File: src/rtl/hnf_pocq_admit.sv
// Admission control for the HN-F POCQ: admits, retries or reserves slots and issues PCrdGrant round-robin.
// pocq_push_en is zero latency; retry_v, pcrd_v and the counters are registered one cycle after the request or release.
// The pcrd_v/pcrd_tgt grant is held until pcrd_ready; requests cannot be stalled and are either pushed or answered with RetryAck.
module hnf_pocq_admit #(
   parameter  int DEPTH  = 16,
   parameter  int NUM_RN = 4,
   parameter  int CNT_W  = 4,
   localparam int SW     = (NUM_RN > 1) ? $clog2(NUM_RN) : 1,
   localparam int OW     = $clog2(DEPTH + 1)
) (
   input  logic          clock,
   input  logic          reset,
   input  logic          req_v,
   input  logic [SW-1:0] req_src,
   input  logic          req_allow_retry,
   input  logic          release_v,
   output logic          pocq_push_en,
   output logic          retry_v,
   output logic [SW-1:0] retry_tgt,
   output logic          pcrd_v,
   output logic [SW-1:0] pcrd_tgt,
   input  logic          pcrd_ready,
   output logic [OW-1:0] occupancy,
   output logic          full,
   output logic          err
);

   typedef enum logic {IDLE, GRANT} state_t;

   localparam logic [OW-1:0]    ONE_O = OW'(1);
   localparam logic [CNT_W-1:0] ONE_C = CNT_W'(1);
   localparam logic [OW:0]      DEPTH_V = (OW + 1)'(DEPTH);

   state_t           state;
   logic [OW-1:0]    occ;
   logic [OW-1:0]    reserved_total;
   logic [CNT_W-1:0] waiting  [NUM_RN];
   logic [CNT_W-1:0] reserved [NUM_RN];
   logic [SW-1:0]    rr_ptr;

   logic [OW:0]      free;
   logic             free_nz;
   logic             any_waiting;
   logic             gnt_found;
   logic [SW-1:0]    gnt_src;
   logic             fresh_admit;
   logic             fresh_reject;
   logic             wait_sat;
   logic             res_push;
   logic             res_err;
   logic             rel_ok;
   logic             rel_err;
   logic             do_grant;
   logic             wait_inc [NUM_RN];
   logic             wait_dec [NUM_RN];
   logic             res_inc  [NUM_RN];
   logic             res_dec  [NUM_RN];

   // Slots left after counting both allocated entries and outstanding reservations.
   assign free    = DEPTH_V - {1'b0, occ} - {1'b0, reserved_total};
   assign free_nz = (free != '0);

   // Round-robin pick of the next waiting requester, starting just after the last one granted.
   always_comb begin
      any_waiting = 1'b0;
      gnt_found   = 1'b0;
      gnt_src     = '0;
      for (int i = 0; i < NUM_RN; i++) begin
         if (waiting[i] != '0) any_waiting = 1'b1;
      end
      // Walk from the farthest offset inward so the nearest hit is the one kept.
      for (int i = NUM_RN; i >= 1; i--) begin
         int idx;
         idx = (int'(rr_ptr) + i) % NUM_RN;
         if (waiting[idx] != '0) begin
            gnt_found = 1'b1;
            gnt_src   = SW'(idx);
         end
      end
   end

   // Request classification; fresh admits are blocked while anyone is owed a credit so retried requesters keep priority.
   always_comb begin
      fresh_admit  = req_v &  req_allow_retry & free_nz & ~any_waiting;
      fresh_reject = req_v &  req_allow_retry & ~fresh_admit;
      wait_sat     = (waiting[req_src] == '1);
      res_push     = req_v & ~req_allow_retry & (reserved[req_src] != '0);
      res_err      = req_v & ~req_allow_retry & (reserved[req_src] == '0);
      rel_ok       = release_v & (occ != '0);
      rel_err      = release_v & (occ == '0);
      do_grant     = (state == IDLE) & free_nz & gnt_found;
      pocq_push_en = fresh_admit | res_push;
   end

   // Per-requester increment/decrement strobes; opposite strobes on one counter cancel.
   always_comb begin
      for (int i = 0; i < NUM_RN; i++) begin
         wait_inc[i] = fresh_reject & ~wait_sat & (int'(req_src) == i);
         wait_dec[i] = do_grant & (int'(gnt_src) == i);
         res_inc[i]  = do_grant & (int'(gnt_src) == i);
         res_dec[i]  = res_push & (int'(req_src) == i);
      end
   end

   // Occupancy, reservation and retry-debt counters plus the RetryAck pulse and sticky error.
   always_ff @(posedge clock) begin
      if (reset) begin
         occ            <= '0;
         reserved_total <= '0;
         retry_v        <= 1'b0;
         retry_tgt      <= '0;
         err            <= 1'b0;
         for (int i = 0; i < NUM_RN; i++) begin
            waiting[i]  <= '0;
            reserved[i] <= '0;
         end
      end else begin
         case ({pocq_push_en, rel_ok})
            2'b10:   occ <= occ + ONE_O;
            2'b01:   occ <= occ - ONE_O;
            default: occ <= occ;
         endcase
         case ({do_grant, res_push})
            2'b10:   reserved_total <= reserved_total + ONE_O;
            2'b01:   reserved_total <= reserved_total - ONE_O;
            default: reserved_total <= reserved_total;
         endcase
         retry_v <= fresh_reject;
         if (fresh_reject) retry_tgt <= req_src;
         if (res_err | rel_err | (fresh_reject & wait_sat)) err <= 1'b1;
         for (int i = 0; i < NUM_RN; i++) begin
            if (wait_inc[i] & ~wait_dec[i])      waiting[i] <= waiting[i] + ONE_C;
            else if (wait_dec[i] & ~wait_inc[i]) waiting[i] <= waiting[i] - ONE_C;
            if (res_inc[i] & ~res_dec[i])        reserved[i] <= reserved[i] + ONE_C;
            else if (res_dec[i] & ~res_inc[i])   reserved[i] <= reserved[i] - ONE_C;
         end
      end
   end

   // Grant FSM: load a credit in IDLE, hold it in GRANT until the RSP channel takes it.
   always_ff @(posedge clock) begin
      if (reset) begin
         state    <= IDLE;
         pcrd_v   <= 1'b0;
         pcrd_tgt <= '0;
         rr_ptr   <= SW'(NUM_RN - 1);
      end else begin
         case (state)
            IDLE: begin
               if (do_grant) begin
                  state    <= GRANT;
                  pcrd_v   <= 1'b1;
                  pcrd_tgt <= gnt_src;
                  rr_ptr   <= gnt_src;
               end
            end
            GRANT: begin
               if (pcrd_ready) begin
                  state  <= IDLE;
                  pcrd_v <= 1'b0;
               end
            end
            default: begin
               state  <= IDLE;
               pcrd_v <= 1'b0;
            end
         endcase
      end
   end

   assign occupancy = occ;
   assign full      = ~free_nz;

endmodule

File: config.mk
export PLATFORM = sky130hd
export DESIGN_NAME = hnf_pocq_admit
export DESIGN_NICKNAME = d
export VERILOG_FILES = /design/src/rtl/hnf_pocq_admit.sv
export SDC_FILE = /design/constraint.sdc
export NUM_CORES = 1
export LEC_CHECK = 0
export CAP_MARGIN = 20
export CORE_MARGIN = 1.5
export CORE_UTILIZATION = 45
export CTS_BUF_LIST = sky130_fd_sc_hd__clkbuf_8
export DETAILED_ROUTE_END_ITERATION = 10
export HOLD_SLACK_MARGIN = 0.02
export SYNTH_ARGS = -nofsm -noshare
export SYNTH_HDL_FRONTEND = slang
export SYNTH_SLANG_ARGS = --single-unit
export TNS_END_PERCENT = 30
File: constraint.sdc
create_clock -name clock -period 5.5 [get_ports clock]
set_input_delay 1.1 -clock clock [delete_from_list [all_inputs] [get_ports clock]]
set_output_delay 1.1 -clock clock [all_outputs]
set_load 0.05 [all_outputs]
==> flow_summary_export.csv <==
group,metric,value,unit
outcome,status,"finished, final reports clean",
global_route,grt-ovfl-total,0,
timing,rsz0062_at_grt,"false",
timing,max_slew_margin,53.8,%
routing,drc,0,
timing,finClkSkew,0.0122,ns
power,powerDensity,623,nW/µm²
global_route,grt_max_degree,38,
synth,edf_count,32,
routing,ant_nets,0,
die,die-area,9740,µm²
synth,flop_cell,"edfxtp_1",
timing,post-route-min-period,4.70,ns
cts,clk_latency,0.32,ns
run,warnings,29,
synth,netlist_area,4120,µm²
global_route,gr-usage-met2,30.9,%
global_route,grt-busiest-layer,"met2",
die,io_pins,22,
run,cap_violations,0,
synth,synth_cell_types,54,
cts,cts_sinks,54,
place,dp_hpwl,6.88,mm
power,p_leak,1.81,nW
worst_setup_path,worstSetupStartpointType,"register",
routing,drt-pass1-iter-count,7,
global_route,global_route.usage.met3,2.91,%
routing,drtIter0Drc,138,
timing,max_freq,0.213,GHz
synth,fp_nets,499,
global_route,grt_pass1_vias,3172,
timing,hold_viol_final,0,
cells_and_area,stdcell_count,567,
synth,async_flop_share,0,%
routing,vias_per_cell,5.87,
synth,yosysSeqAreaShare,34.0,%
die,dieHeight,98.7,µm
synth,synth_warnings,0,
cts,post_cts_resized,0,
cells_and_area,antenna_cells,0,
worst_setup_path,crit_path_max_fanout,11,
timing,slew_viol_final,0,
timing,setup_violations,0,
synth,ys_seq_elements,54,
power,p_total,2.81,mW
cts,root_buffer,"clkbuf_8",
cts,hold_buffers,0,
die,dieWidth,98.7,µm
worst_setup_path,path_cells,"ha_1, inv_1, ha_1, inv_1, fa_1, xnor2_1, nor4b_1, mux2_2, a21boi_1, buf_4, nor4b_1, nand2b_1, nor2_1, ha_1, a21o_1, a21oi_1, xor2_1, or4b_1, o21ai_0",
worst_setup_path,ff2ff_path_depth,19,
worst_setup_path,slowest_stage,"nor4b_1",
cells_and_area,area_growth,9.32,%
timing,post-route-period-util,85.5,%
cts,cts_tree,"built",
synth,yosys-stat-area,4120,µm²
global_route,grt_pass1_wl,15.3,mm
synth,yosys_cells,448,
cts,clkTransAtPathRegs,0.11,ns
synth,syn_inst,448,
worst_setup_path,crit_top_cell,"ha_1",
cts,clk_path_buf_depth,2,
worst_setup_path,path_class,"register to register",
worst_hold_path,whs_path_depth,2,
power,ir_drop,0.239,mV
cells_and_area,stdcell_area,4510,µm²
cts,htree_num_levels,2,
worst_setup_path,worstPathRequired,5.68,ns
worst_setup_path,endpoint_kind,"register",
worst_setup_path,crit_arrival,4.88,ns
cells_and_area,nNetsFinal,509,
cts,post-cts-setup-buffer-count,0,
cts,numCtsBuffers,5,
place,io_buffers,21,
global_route,antenna_found_initial,0,
place,place_inst,559,
timing,tightest_slew,0.687,ns
die,rows,34,
place,place.gp.congestion,0.905,
cells_and_area,drive_gt1_share,6.54,%
worst_hold_path,hold_path.class,"register to register",
synth,syn_avg_cell_area,9.20,µm²
place,placed_area,4400,µm²
timing,fin_tns_setup,0,ns
worst_setup_path,max_stage_delay,0.59,ns
global_route,met1_usage,27.7,%
-- area by class of cell --
class / count / area (µm²)
flip-flops and latches: 54 / 1400
clock inverters: 3 / 40.0
fillers: 824 / 4300
inverters: 43 / 161
repair buffers: 24 / 225
well taps: 108 / 135
clock buffers: 5 / 68.8
multi-input cells: 330 / 2470
-- per-layer routing --
layer	wire length, µm	vias up
met2	4070	85
met5	0	-
met4	151	0
met3	404	14
li1	-	1632
met1	4360	1596
-- final timing paths --
| path | to | slack [ns] | startpoint |
|---|---|---|---|
| min reg2reg | pcrd_v | 0.46 | pcrd_v |
| max reg2reg | waiting[1][3] | 0.80 | occupancy[1] |
| max | waiting[1][3] | 0.80 | occupancy[1] |
| min | pcrd_v | 0.46 | pcrd_v |
-- metrics by stage --
| step | setup slack [ns] | hold WS (ns) |
|---|---|---|
| after detailed placement | 0.596 | 0.454 |
| after global placement | 0.679 | 0.448 |
| final | 0.796 | 0.463 |
| after CTS | 0.741 | 0.468 |
| after global routing | 0.399 | 0.498 |
| after floorplan | 0.957 | 0.462 |
-- placed cells by master, fill, tap and decap left out, drive strengths merged, types with 4 or more instances in the layout --
cell / netlist / routed
dfxtp: 22 / 22
xor2: 23 / 23
ha: 34 / 34
mux2i: 7 / 7
or4: 7 / 7
nand2: 15 / 15
a21oi: 31 / 31
xnor2: 8 / 8
nor4: 12 / 12
clkbuf: 16 / 5
nand4: 4 / 4
nor2: 38 / 38
a21o: 13 / 13
nand2b: 19 / 19
nand3: 9 / 9
nand3b: 5 / 5
edfxtp: 32 / 32
or3: 8 / 8
inv: 42 / 42
nor3: 28 / 28
or2: 5 / 5
buf: 5 / 5
o21ai: 11 / 11
fa: 9 / 9
clkdlybuf4s50: 0 / 19
-- cell families (layout without fill, tap and decap cells) --
group                      Yosys count  count (layout)  synth area share (%)
and+or+nand+nor                    163             163                  22.3
AOI/OAI and AO/OA                   81              81                  12.5
buffers and inverters               64              75                  5.98
DFF                                 54              54                  34.0
adders and majority gates           43              43                  14.7
xor gates and xnor gates            31              31                  6.59
muxes                               12              12                  3.89
-- critical path, delay by kind of cell, from the launching register on --
kind	cells	cell delay (ns)
buffers and inverters	3	0.30
DFF	1	0.45
muxes	1	0.24
and+or+nand+nor	5	1.72
AOI/OAI and AO/OA	4	0.47
adders and majority gates	4	1.13
xor gates and xnor gates	2	0.25
-- power breakdown --
group	internal (mW)	total (mW)	switching [mW]	leakage, nW
Clock	0.134	0.276	0.142	0.0579
Sequential	0.640	0.824	0.184	0.520
Combinational	0.666	1.71	1.04	1.23
Total	1.44	2.81	1.37	1.81
-- registers in the layout, summed over array words and instances (netlist names), named ones only --
name	count
retry_v	1
waiting	16
retry_tgt	2
reserved_total	5
state	1
pcrd_v	1
err	1
occupancy	5
pcrd_tgt	2
rr_ptr	2
reserved	16
-- cells in the mapped netlist, drive strengths merged (12+ instances only) --
cell type  instances  area, µm²
inv               42        158
nor2              38        143
ha                34        425
edfxtp            32        961
a21oi             31        155
nor3              28        168
xor2              23        201
dfxtp             22        440
nand2b            19        119
clkbuf            16       60.1
nand2             15       56.3
a21o              13       97.6
nor4              12       87.6
Fig. 1: cell sizes after repair
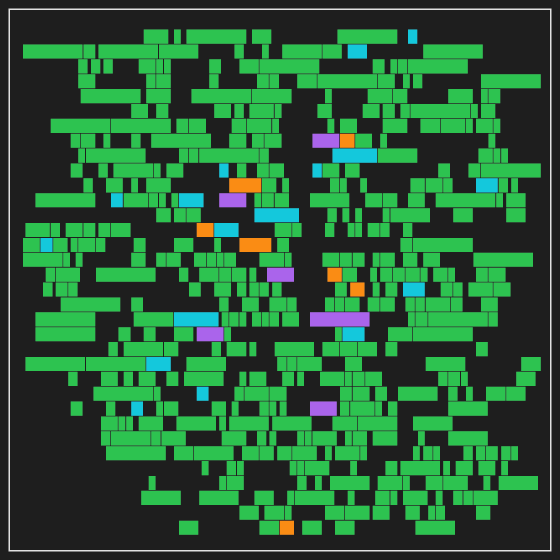
legend:
  x1 and smaller:
    color: green
    cells: 429
  x3 and x4:
    color: orange
    cells: 7
  x2:
    color: cyan
    cells: 17
  x6 and larger:
    color: purple
    cells: 6

Fig. 2: placement density heat map
Scale bar: 20 µm. The die is cut into 10 by 10 equal tiles; dark blue is low, red is high, 0 to 100% covered.
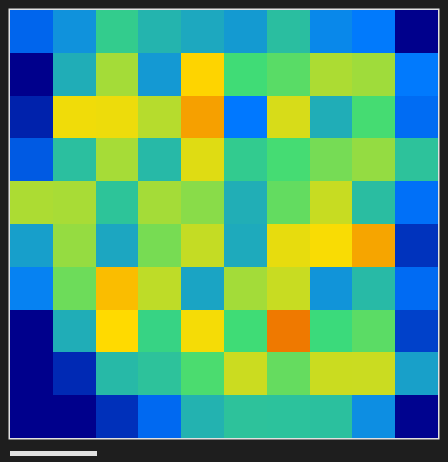
emptiest ninth of the die: bottom left
tiles over 75% full: 6.0%
mean over tiles: 45%
fullest tile: 86%
nearly empty tiles: 7.0%
final design utilization: 51.2%
FP Core Util: 46.8%
Core Area: 8810 µm²

Fig. 3: signal metal coverage by tile
Scale bar: 20 µm. The die is cut into 20 by 20 equal tiles; dark blue is low, red is high, scaled to the fullest tile. Values are wire area over tile area, all layers added.
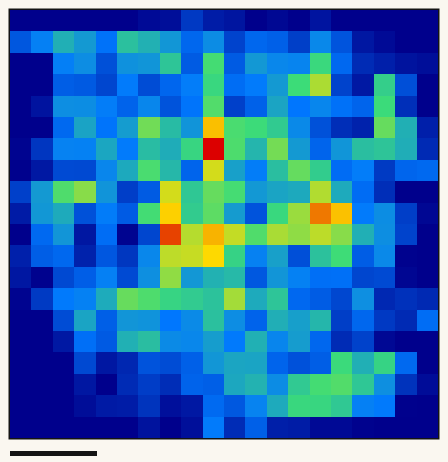
nearly empty tiles: 18%
tiles over half the peak: 11%
fullest tile: 0.59
mean over tiles: 0.15
densest ninth of the die: middle
wire per inst: 15.8 µm
total wire length: 8.98 mm
total track usage: 19.5%
via count: 3,327

Fig. 4: cells colored by class
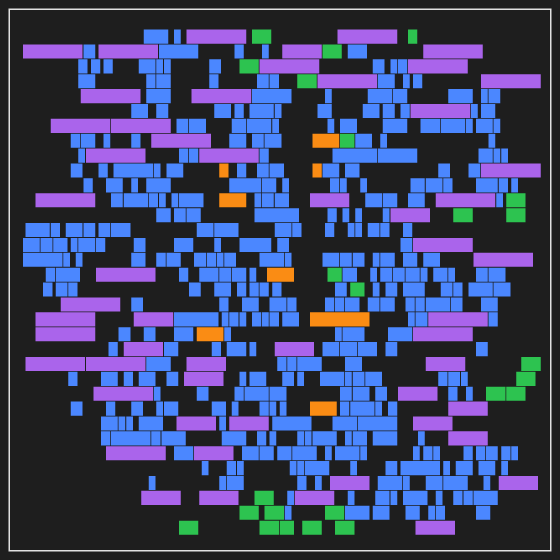
legend:
  clock drivers and dummy loads:
    color: orange
    cells: 8
    share_of_their_area: 2.5%
  remaining buffers and delay cells:
    color: green
    cells: 24
    share_of_their_area: 5.2%
  remaining logic cells:
    color: blue
    cells: 373
    share_of_their_area: 60%
  registers:
    color: purple
    cells: 54
    share_of_their_area: 32%

No activity file was given, so power comes from the tool's default toggle rates.
